clk_routes.png
Drawn at 1 px/um.
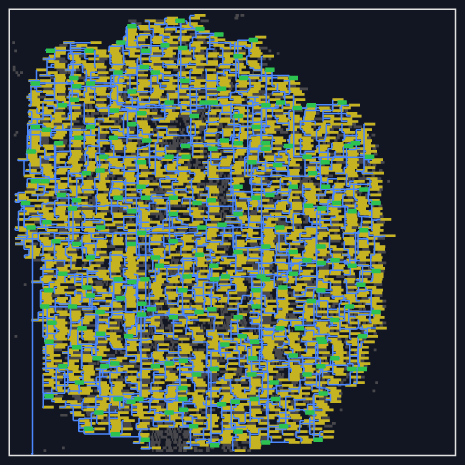
placement.png
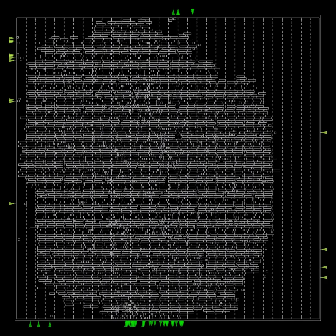
power_grid.png
Pins as bars on the die edge.
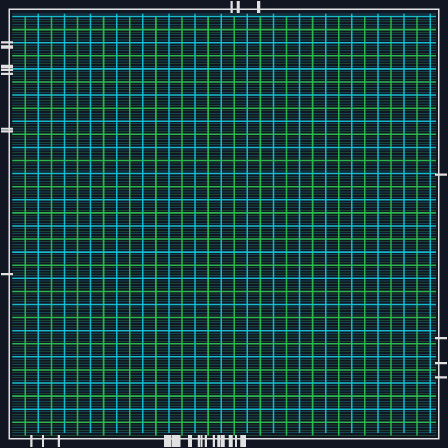
placement_by_type.png
Drawn at 1 px/um. Fill, decap, tap and diode cells in grey.
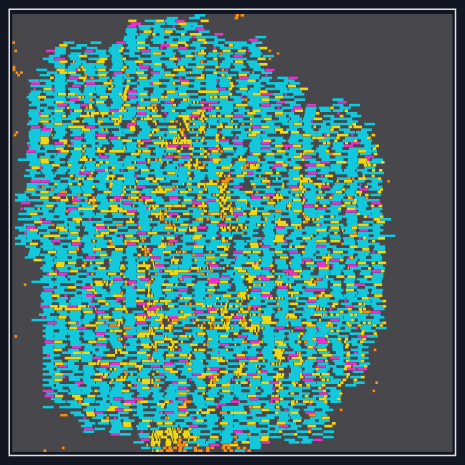
wires.png
Drawn at 1 px/um. Only two layers are drawn.
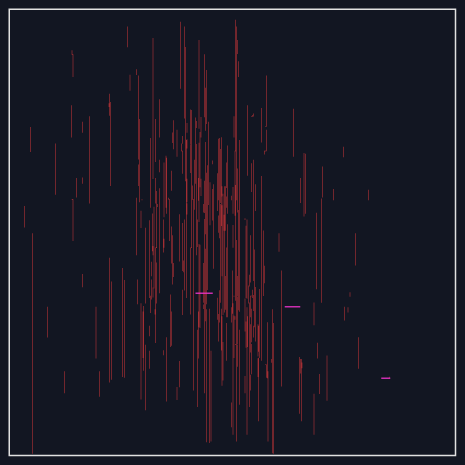
<file path="src/rtl/fifo_adc_pkg.sv">
// Width-derivation helpers shared by the tagged ADC sample FIFO and its RAM.
package fifo_adc_pkg;

    function automatic int clog2_min1(input int n);
        return ($clog2(n) < 1) ? 1 : $clog2(n);
    endfunction

    // Occupancy must reach DEPTH itself, so one more state than the pointer range.
    function automatic int cnt_width(input int depth);
        return $clog2(depth + 1);
    endfunction

    function automatic int ptr_width(input int depth);
        return clog2_min1(depth);
    endfunction

    function automatic int entry_width(input int data_width, input int num_ch);
        return data_width + clog2_min1(num_ch);
    endfunction

    function automatic bit is_pow2_ge4(input int n);
        return (n >= 4) && ((n & (n - 1)) == 0);
    endfunction

endpackage

</file>
<file path="src/rtl/fifo_adc_tagged_dpram.sv">
// Simple dual-port RAM: synchronous write, registered read with read enable.
// The read register resets to zero and holds its value whenever no read is issued.
module fifo_adc_tagged_dpram #(
    parameter int WIDTH  = 18,
    parameter int DEPTH  = 128,
    parameter int ADDR_W = 7
) (
    input  logic              clk,
    input  logic              rst_n,
    input  logic              i_we,
    input  logic [ADDR_W-1:0] i_waddr,
    input  logic [WIDTH-1:0]  i_wdata,
    input  logic              i_re,
    input  logic [ADDR_W-1:0] i_raddr,
    output logic [WIDTH-1:0]  o_rdata
);

    logic [WIDTH-1:0] r_mem [DEPTH];
    logic [WIDTH-1:0] r_rdata;

    always_ff @(posedge clk) begin
        if (i_we) begin
            r_mem[i_waddr] <= i_wdata;
        end
    end

    // Read-before-write: a same-address write this edge is seen on the next read.
    always_ff @(posedge clk or negedge rst_n) begin
        if (!rst_n) begin
            r_rdata <= '0;
        end else if (i_re) begin
            r_rdata <= r_mem[i_raddr];
        end
    end

    assign o_rdata = r_rdata;

endmodule

</file>
<file path="src/rtl/fifo_adc_tagged.sv">
// Tagged ADC sample FIFO: exact count, thresholds, sticky errors, sync flush.
// Optional FIFO_ADC_WATERMARK_EN adds max_count, the peak occupancy since reset/clr.
module fifo_adc_tagged
    import fifo_adc_pkg::*;
#(
    parameter int DATA_WIDTH = 16,
    parameter int NUM_CH     = 4,
    parameter int DEPTH      = 128,
    parameter int AF_THRESH  = 96,
    parameter int AE_THRESH  = 8
) (
    input  logic                                 clk,
    input  logic                                 rst_n,
    input  logic                                 clr,
    input  logic                                 wr_en,
    input  logic [DATA_WIDTH-1:0]                adc_data_in,
    input  logic [clog2_min1(NUM_CH)-1:0]        adc_ch_in,
    input  logic                                 rd_en,
    output logic [DATA_WIDTH-1:0]                data_out,
    output logic [clog2_min1(NUM_CH)-1:0]        ch_out,
    output logic                                 data_valid,
    output logic [cnt_width(DEPTH)-1:0]          count,
    output logic                                 full,
    output logic                                 empty,
    output logic                                 almost_full,
    output logic                                 almost_empty,
    output logic                                 overflow,
    output logic                                 underflow
`ifdef FIFO_ADC_WATERMARK_EN
    ,
    output logic [cnt_width(DEPTH)-1:0]          max_count
`endif
);

    localparam int CH_W  = clog2_min1(NUM_CH);
    localparam int CNT_W = cnt_width(DEPTH);
    localparam int PTR_W = ptr_width(DEPTH);
    localparam int ENT_W = entry_width(DATA_WIDTH, NUM_CH);

    generate
        if (!is_pow2_ge4(DEPTH)) begin : g_bad_depth
            $error("fifo_adc_tagged: DEPTH must be a power of two >= 4");
        end
        if (AF_THRESH < 1 || AF_THRESH > DEPTH) begin : g_bad_af
            $error("fifo_adc_tagged: AF_THRESH out of range 1..DEPTH");
        end
        if (AE_THRESH < 0 || AE_THRESH > DEPTH - 1) begin : g_bad_ae
            $error("fifo_adc_tagged: AE_THRESH out of range 0..DEPTH-1");
        end
    endgenerate

    logic [PTR_W-1:0] r_wr_ptr;
    logic [PTR_W-1:0] r_rd_ptr;
    logic [CNT_W-1:0] r_count;
    logic [CNT_W-1:0] w_cnt_nxt;
    logic             r_full;
    logic             r_empty;
    logic             r_af;
    logic             r_ae;
    logic             r_ovf;
    logic             r_unf;
    logic             r_dv;
    logic             w_rd_acc;
    logic             w_wr_acc;
    logic [ENT_W-1:0] w_wr_entry;
    logic [ENT_W-1:0] w_rd_entry;

    // A full FIFO still takes a write when a read frees a slot on the same edge.
    always_comb begin
        w_rd_acc  = rd_en & ~r_empty & ~clr;
        w_wr_acc  = wr_en & (~r_full | w_rd_acc) & ~clr;
        w_cnt_nxt = r_count;
        if (clr) begin
            w_cnt_nxt = '0;
        end else if (w_wr_acc && !w_rd_acc) begin
            w_cnt_nxt = r_count + CNT_W'(1);
        end else if (!w_wr_acc && w_rd_acc) begin
            w_cnt_nxt = r_count - CNT_W'(1);
        end
    end

    assign w_wr_entry = {adc_ch_in, adc_data_in};

    fifo_adc_tagged_dpram #(
        .WIDTH  (ENT_W),
        .DEPTH  (DEPTH),
        .ADDR_W (PTR_W)
    ) u_ram (
        .clk     (clk),
        .rst_n   (rst_n),
        .i_we    (w_wr_acc),
        .i_waddr (r_wr_ptr),
        .i_wdata (w_wr_entry),
        .i_re    (w_rd_acc),
        .i_raddr (r_rd_ptr),
        .o_rdata (w_rd_entry)
    );

    // Flags come from the next count so they match occupancy right after the edge.
    always_ff @(posedge clk or negedge rst_n) begin
        if (!rst_n) begin
            r_wr_ptr <= '0;
            r_rd_ptr <= '0;
            r_count  <= '0;
            r_full   <= 1'b0;
            r_empty  <= 1'b1;
            r_af     <= 1'b0;
            r_ae     <= 1'b1;
            r_ovf    <= 1'b0;
            r_unf    <= 1'b0;
            r_dv     <= 1'b0;
        end else begin
            r_count <= w_cnt_nxt;
            r_full  <= (w_cnt_nxt == CNT_W'(DEPTH));
            r_empty <= (w_cnt_nxt == '0);
            r_af    <= (w_cnt_nxt >= CNT_W'(AF_THRESH));
            r_ae    <= (w_cnt_nxt <= CNT_W'(AE_THRESH));
            r_dv    <= w_rd_acc;
            if (clr) begin
                r_wr_ptr <= '0;
                r_rd_ptr <= '0;
                r_ovf    <= 1'b0;
                r_unf    <= 1'b0;
            end else begin
                if (w_wr_acc) begin
                    r_wr_ptr <= r_wr_ptr + PTR_W'(1);
                end
                if (w_rd_acc) begin
                    r_rd_ptr <= r_rd_ptr + PTR_W'(1);
                end
                if (wr_en && !w_wr_acc) begin
                    r_ovf <= 1'b1;
                end
                if (rd_en && r_empty) begin
                    r_unf <= 1'b1;
                end
            end
        end
    end

`ifdef FIFO_ADC_WATERMARK_EN
    logic [CNT_W-1:0] r_max_count;

    always_ff @(posedge clk or negedge rst_n) begin
        if (!rst_n) begin
            r_max_count <= '0;
        end else if (clr) begin
            r_max_count <= '0;
        end else if (w_cnt_nxt > r_max_count) begin
            r_max_count <= w_cnt_nxt;
        end
    end

    assign max_count = r_max_count;
`endif

    assign {ch_out, data_out} = w_rd_entry;
    assign data_valid   = r_dv;
    assign count        = r_count;
    assign full         = r_full;
    assign empty        = r_empty;
    assign almost_full  = r_af;
    assign almost_empty = r_ae;
    assign overflow     = r_ovf;
    assign underflow    = r_unf;

endmodule

</file>
<file path="config.mk">
export PLATFORM = sky130hd
export DESIGN_NAME = fifo_adc_tagged
export DESIGN_NICKNAME = d
export VERILOG_FILES = /design/src/rtl/fifo_adc_pkg.sv /design/src/rtl/fifo_adc_tagged_dpram.sv /design/src/rtl/fifo_adc_tagged.sv
export SDC_FILE = /design/constraint.sdc
export NUM_CORES = 2
export LEC_CHECK = 0
export CORE_MARGIN = 2
export CORE_UTILIZATION = 47
export CTS_CLUSTER_SIZE = 28
export DETAILED_ROUTE_END_ITERATION = 8
export PLACE_DENSITY = 0.73
export SLEW_MARGIN = 10
export SYNTH_ARGS = -nofsm -noshare
export SYNTH_HDL_FRONTEND = slang
export SYNTH_HIERARCHICAL = 1
export SYNTH_SLANG_ARGS = --single-unit
export TNS_END_PERCENT = 10
</file>
<file path="constraint.sdc">
create_clock -name clk -period 6.36 [get_ports clk]
set_input_delay 1.272 -clock clk [delete_from_list [all_inputs] [get_ports clk]]
set_output_delay 1.272 -clock clk [all_outputs]
set_load 0.005 [all_outputs]
</file>
==> flow_summary.json <==
{
  "status": "finished, final reports clean",
  "timing.hold.worst.start": "overflow$_DFFE_PN0P_",
  "ys_cells": 4317,
  "post-route-drc-count": 0,
  "tritoncts.num_buffers": 213,
  "path_delay_family": "simple AND/OR/NAND/NOR gates",
  "switching_share": 0.245,
  "yosys_warnings": 6,
  "synth_flop_count": 2351,
  "synth_sequential_area_ratio": 0.771,
  "synth.distinct_cells": 81,
  "worst_path_max_delay_cell": "sky130_fd_sc_hd__nor2_2",
  "floorplan.io_pins": 56,
  "setup.worst_path.end_class": "register",
  "timing_worst_slew_pin_value_ns": 1.40,
  "setup_repair_after_global_routing_missed_its_margin": "no",
  "yosys.area_share.simple": 0.0259,
  "crit_required_ns": 6.82,
  "portBuffers": 55,
  "synth.cell_area_sq_um": 91300,
  "post_route_cells_drive_above_1_share": 0.239,
  "synth-edff-count": 2304,
  "yosys_area_sq_um": 91300,
  "largest_family_of_logic_cells_by_area": "multiplexers",
  "power_top_consumer": "sequential cells",
  "grt.met1_usage": 0.338,
  "holdBufCountCts": 0,
  "area_fraction_in_compound_gates": 0.0341,
  "synth-main-ff-cell": "sky130_fd_sc_hd__edfxtp_1",
  "synth_nets": 4344,
  "final-seq-area_sq_um": 70400,
  "power.clock.fraction": 0.363,
  "vias": 47497,
  "min_path_cells": 2,
  "wl_met2_um": 114000,
  "timing.final.crit_share": 0.744,
  "half_perimeter_wire_length_after_detailed_placement_um": 153000,
  "p_int_w": 0.0260,
  "drt_first_iter_violations": 7926,
  "synth_largest_type_area_fraction": 0.758,
  "post_synth_xor_area_fraction": 0.00163
}
-- clk_routes.png (at the start) --
[clock wires] blue | length: 23.9 mm
[flip-flops] yellow | count: 2,351
[clock drivers] green | count: 213
flops lie: all over the die

-- placement.png (at the start) --
non-filler instance count after layout: 7,238
fraction of the core area covered by cells at the end of the flow: 0.528

-- power_grid.png (at the start) --
| net | colour |
|---|---|
| VDD | cyan |
| VSS | green |
rows: 161
met4 straps: 32
met1 rails: 162
met5 straps: 32
Die Ht: 445 um
width of the die: 445 um
largest voltage drop on the vdd net: 244 uV
core region area: 193,000 sq um

-- placement_by_type.png (at the start) --
| class | colour | cells | share of their area |
|---|---|---|---|
| combinational and other logic | yellow | 1,728 | 20% |
| other buffers and delay cells | orange | 231 | 2.0% |
| clock drivers and dummy loads | magenta | 396 | 6.9% |
| flops | cyan | 2,351 | 71% |

-- wires.png (at the start) --
| layer | colour | wire length |
|---|---|---|
| metal 5 | magenta | 36.8 um |
| metal 4 | red | 12,900 um |

## sequential cells by signal, indices dropped and copies added, names as in the netlist, 7 cells and up
| register | flops |
|---|---|
| count | 8 |
| u_ram/r_mem | 2304 |
| u_ram/o_rdata | 18 |
| r_wr_ptr | 7 |
| r_rd_ptr | 7 |
## metrics by stage
step / total power (W) / area, sq um / hold slack (ns) / worst slack, ns
6_report: 0.0344 / 102000 / 0.495 / 1.63
5_1_grt: 0.0353 / 102000 / 0.542 / 1.63
4_1_cts: 0.0345 / 102000 / 0.499 / 1.83
3_5_place_dp: 0.0222 / 95100 / 0.486 / 0.943
3_3_place_gp: 0.0222 / 95100 / 0.487 / 0.993
2_1_floorplan: 0.0207 / 91300 / 0.480 / 2.05
## worst max path at each step
stage               start                       endpoint  slack [ns]  cells past startpoint
finish              rd_en   u_ram/r_mem[57][6]$_DFFE_PP_        1.63                      8
global route        rd_en  u_ram/r_mem[57][12]$_DFFE_PP_        1.63                      8
CTS                 rd_en   u_ram/r_mem[57][6]$_DFFE_PP_        1.83                      8
detailed placement  rd_en   u_ram/r_mem[57][7]$_DFFE_PP_        0.94                      8
global placement    rd_en   u_ram/r_mem[57][7]$_DFFE_PP_        0.99                      8
floorplan             clr  u_ram/r_mem[100][0]$_DFFE_PP_        2.05                      6
## layout make-up
cell class / count / share of cell area
Antenna cell: 6 / 0.000147
Multi-Input combinational cell: 1713 / 0.191
Tap cell: 2526 / 0.0310
Timing Repair Buffer: 231 / 0.0196
Sequential cell: 2351 / 0.691
Clock inverter: 133 / 0.0113
Inverter: 15 / 0.000565
Clock buffer: 263 / 0.0552
Power is estimated from default activity; no workload was simulated.
